File: config.mk
export PLATFORM = sky130hd
export DESIGN_NAME = controller
export DESIGN_NICKNAME = d
export VERILOG_FILES = /design/src/rtl/controller.sv
export SDC_FILE = /design/constraint.sdc
export NUM_CORES = 1
export LEC_CHECK = 0
export ABC_AREA = 1
export ABC_CLOCK_PERIOD_IN_PS = 2600
export CELL_PAD_IN_SITES_DETAIL_PLACEMENT = 2
export CELL_PAD_IN_SITES_GLOBAL_PLACEMENT = 2
export CORE_ASPECT_RATIO = 1.2
export CORE_UTILIZATION = 28
export DETAILED_ROUTE_END_ITERATION = 8
export PLACE_DENSITY_LB_ADDON = 0.1
export SLEW_MARGIN = 25
export SYNTH_ARGS = -nofsm -noshare
export SYNTH_HDL_FRONTEND = slang
export SYNTH_SLANG_ARGS = --single-unit
File: constraint.sdc
create_clock -name clk -period 2.6 [get_ports clk]
set_input_delay 0.78 -clock clk [delete_from_list [all_inputs] [get_ports clk]]
set_output_delay 0.78 -clock clk [all_outputs]
set_load 0.005 [all_outputs]
File: src/rtl/controller.sv
// Successive-approximation conversion controller: samples on go, resolves one bit per
// cycle from MSB to LSB against an external comparator, then presents the result.
module controller (
  input  logic       clk,
  input  logic       go,
  output logic       valid,
  output logic [7:0] result,
  output logic       sample,
  output logic [7:0] value,
  input  logic       cmp,
  input  logic       rst
);

  typedef enum logic [1:0] {
    WAIT   = 2'b00,
    SAMPLE = 2'b01,
    CONV   = 2'b10,
    DONE   = 2'b11
  } state_t;

  state_t     state;
  logic [7:0] mask;

  // Status strobes and the trial code are pure decodes of registered state, so cmp
  // answers for the code presented in this very cycle.
  assign sample = (state == SAMPLE);
  assign valid  = (state == DONE);
  assign value  = result | mask;

  // Conversion sequencer: mask walks one bit right per CONV cycle; hitting bit 0 ends it.
  always_ff @(posedge clk or posedge rst) begin
    if (rst) begin
      state  <= WAIT;
      result <= 8'h00;
      mask   <= 8'h00;
    end else begin
      case (state)
        WAIT: begin
          if (go) begin
            state <= SAMPLE;
          end else begin
            state <= WAIT;
          end
        end
        SAMPLE: begin
          result <= 8'h00;
          mask   <= 8'h80;
          state  <= CONV;
        end
        CONV: begin
          if (cmp) begin
            result <= result | mask;
          end else begin
            result <= result;
          end
          mask <= {1'b0, mask[7:1]};
          if (mask == 8'h01) begin
            state <= DONE;
          end else begin
            state <= CONV;
          end
        end
        DONE: begin
          if (go) begin
            state <= DONE;
          end else begin
            state <= WAIT;
          end
        end
        default: begin
          state <= WAIT;
          mask  <= 8'h00;
        end
      endcase
    end
  end

endmodule

closeup.png
Region (11, 3) to (41, 33) microns. Cells in grey, sequential cells in the stronger grey; small squares are vias.
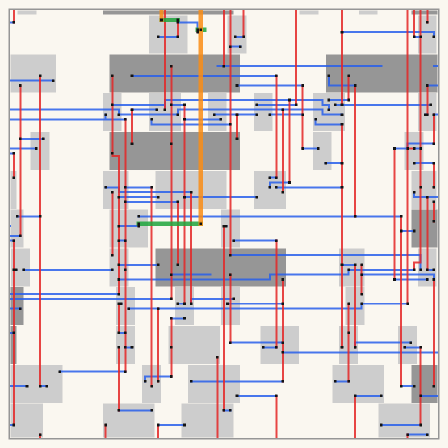
legend:
  M2:
    colour: red
  M4:
    colour: orange
  M3:
    colour: green
  M1:
    colour: blue
most frequent: inv_1 (11), nand2_1 (9), clkdlybuf4s50_1 (7)
sequential cells in the window: 4
netlist names of flops here include: mask (3), result (1)
cells with their middle in the window: 45

congestion_map.png
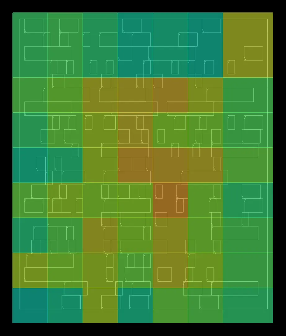
met1 Use GR: 0.168
GR Util All Layers: 0.147
Util after Layout: 0.394

==> impl_metrics.ini <==
; synthesis and place-and-route metrics
[status]
status = complete, no violations

[routing]
vias_per_cell = 4.50
vias = 688
drc_errors = 0
wirelength_microns = 1940
wl_per_cell_microns = 12.7
drt_pre_antenna_iters = 2
drt_first_iter_violations = 1
postRouteAntennaNets = 0

[worst_setup_path]
crit_path_end_kind = output pin
critPathLaunch = state[1]$_DFF_PP0_
crit_required_ps = 1820
r2r_setup_slack_ps = 1100
arrival_ps = 1530
rr_worst_depth = 4
cpMaxStageDelayCell = clkdlybuf4s50_1
critPathKind = flip-flop to output pin
path_cells = inv_1, ha_1, clkdlybuf4s50_1
crit_path_end = sample
crit_path_max_incr_delay_ps = 500
r2r_end = mask[7]$_DFFE_PP0P_
rr_startpoint = state[1]$_DFF_PP0_
worst_setup_path_start_kind = flip-flop
crit_fanout = 4

[timing]
rsz0062_at_grt = no
setup_tns_ps = 0
setup_viol = 0
fmax_mhz = 432
hold_slack_ps = 491
drv_slew = 0
period_used_share = 0.890
finClkSkew_ps = 9.52
setup_slack_ps = 286
relSlewSlack = 0.654
hold_violations = 0
period_needed_ps = 2310
tightest_slew_ps = 518

[placed_design]
io_buffers = 21
dp.final_hpwl_microns = 1480
gp_congestion = 0.678
pre_cts_ws_ps = 618
dp.cells = 149

[pwr]
pwr-share-clk = 0.153
ir_drop_uv = 426
leakage_uw = 0.000535
internal_power_uw = 755
p_switching_uw = 404
swShare = 0.349
seq_power_share = 0.356
powerDensity_nw_per_um2 = 1060
p_comb_frac = 0.491

[clock_tree]
postCtsSetupRepairBufs = 0
cts_resized = 0
clockBufferDepth = 2
cts_tree = done
hold_buffers = 0
cts_made_buffers = 3
cts_sinks = 18
cts.clk_slew.worst_paths_ps = 110
clock_latency_ps = 300
clockRootBuffer = clkbuf_4
ctsHtreeMaxLevel = 1

[synth]
syn-cell-area_sq_um = 813
ys_ff = 18
floorplan.nets = 102
syn_inst = 94
yosys.stat.seqShare = 0.554
ys_top_cells_by_area = dfrtp_1 55%, nand2_1 12%, inv_1 10%
yosysTopAreaCell = dfrtp_1
yosysWarnings = 0
yosysCellCount = 94
synth_cell_types = 10
synth.top_cell.area_share = 0.554
avgSynthCellArea_sq_um = 8.65
yosys_area_sq_um = 813

[die]
dieArea_sq_um = 3130
chipWidth_microns = 51.2
die.size.y_microns = 61.0
coreArea_sq_um = 2790
io_pins = 22
num_rows = 21
fp-utilization = 0.292

[cells_and_area]
seq_area_sq_um = 450
diodes = 0
finalNetCount = 128
finalNonFillerCells = 153
drive_gt1_frac = 0.0420
fill_cells = 337
logic_area_sq_um = 269
area_delta_synth_final_pct = 35.1

[global_routing]
overflow = 0
grt_start_max_net_pins = 19
first_global_vias = 732
antenna_found_initial = 0
grt_pass1_wl_microns = 3210

[run]
maxCapViolCount = 0
warnings = 29

[worst_hold_path]
hold_path.class = flip-flop to flip-flop
clock_wires.png
Drawn at 6 px/micron.
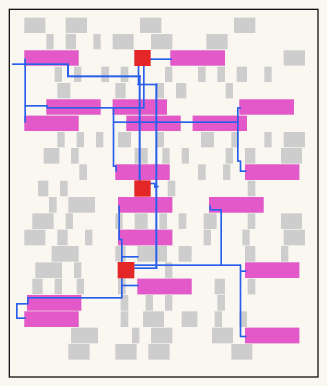
legend:
  flip-flops:
    colour: magenta
    count: 18
  clock-net drivers:
    colour: red
    count: 3
  clock wires:
    colour: blue
    length: 265 microns
routed clock nets: 4

gates.png
Drawn at 10 px/micron.
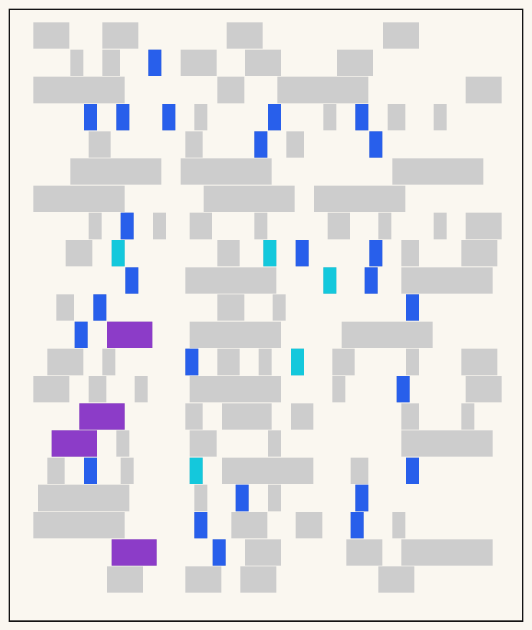
legend:
  nand cells:
    colour: blue
    cells: 25
  nor cells:
    colour: cyan
    cells: 5
    where: middle
  fa/ha/maj cells:
    colour: purple
    cells: 4

-- power by group through the flow --
stage	Clock (uW)	Sequential, uW	Combinational, uW
after floorplan	0	418	265
after global placement	0	413	566
after detailed placement	0	420	583
after CTS	187	414	588
after global routing	193	422	648
final	177	412	570
-- critical path: cells and delay by family (launching register included) --
| kind | cells | cell delay (ps) |
|---|---|---|
| buffers and inverters | 2 | 620 |
| adders and majority gates | 1 | 190 |
| DFF | 1 | 420 |
-- cell usage after synthesis --
library cell,n
o21ai_0,10
nor2_1,5
ha_1,4
o21a_1,1
buf_6,1
o22ai_1,7
a21oi_1,1
inv_1,22
dfrtp_1,18
nand2_1,25
-- routing by layer --
metal	routed length, microns	part of all wire	vias to the layer above	track usage
met3	50	0.026	5	0.0296
met4	48	0.025	0	0.0952
met1	862	0.44	333	0.168
met2	981	0.51	11	0.252
li1	-	-	339	-
met5	0	0	-	0
-- cell type report --
class	instances	area share
clock buffer	4	0.0330
tap	34	0.0387
inverter	22	0.0752
timing repair buffer	22	0.198
multi-input combinational	53	0.245
sequential	18	0.410
-- logic make-up (layout without fill, tap and decap cells) --
kind of cell               Yosys count  in the layout  share of synthesized area
and+or+nand+nor                     30             30                      0.138
DFF                                 18             18                      0.554
adders and majority gates            4              4                     0.0615
AOI/OAI and AO/OA                   19             19                      0.131
buffers and inverters               23             48                      0.115
-- registers in the layout (all words and copies together), names as in the netlist --
register,count
mask,8
result,8
state,2
-- layout by cell type (no fill, tap or decap), drive strengths merged --
cell           netlist  layout
o22ai                7       7
clkdlybuf4s50        0      21
buf                  1       1
dfrtp               18      18
clkbuf               0       4
inv                 22      22
nand2               25      25
a21oi                1       1
o21ai               10      10
o21a                 1       1
ha                   4       4
nor2                 5       5
-- through the flow --
step	utilization	total power (uW)	area [sq um]
3_5_place_dp	0.381	1000	1060
3_3_place_gp	0.381	978	1060
4_1_cts	0.394	1190	1100
5_1_grt	0.394	1260	1100
6_report	0.394	1160	1100
2_1_floorplan	-	683	813
-- worst min-delay path by stage --
stage / from / end / slack (ps) / cells past startpoint
finish: mask[7]$_DFFE_PP0P_ / mask[7]$_DFFE_PP0P_ / 490 / 1
CTS: mask[7]$_DFFE_PP0P_ / mask[7]$_DFFE_PP0P_ / 500 / 1
global route: mask[7]$_DFFE_PP0P_ / mask[7]$_DFFE_PP0P_ / 520 / 1
floorplan: mask[7]$_DFFE_PP0P_ / mask[7]$_DFFE_PP0P_ / 450 / 1
detailed placement: mask[7]$_DFFE_PP0P_ / mask[7]$_DFFE_PP0P_ / 480 / 1
global placement: mask[7]$_DFFE_PP0P_ / mask[7]$_DFFE_PP0P_ / 460 / 1
Power and IR drop assume default switching activity.
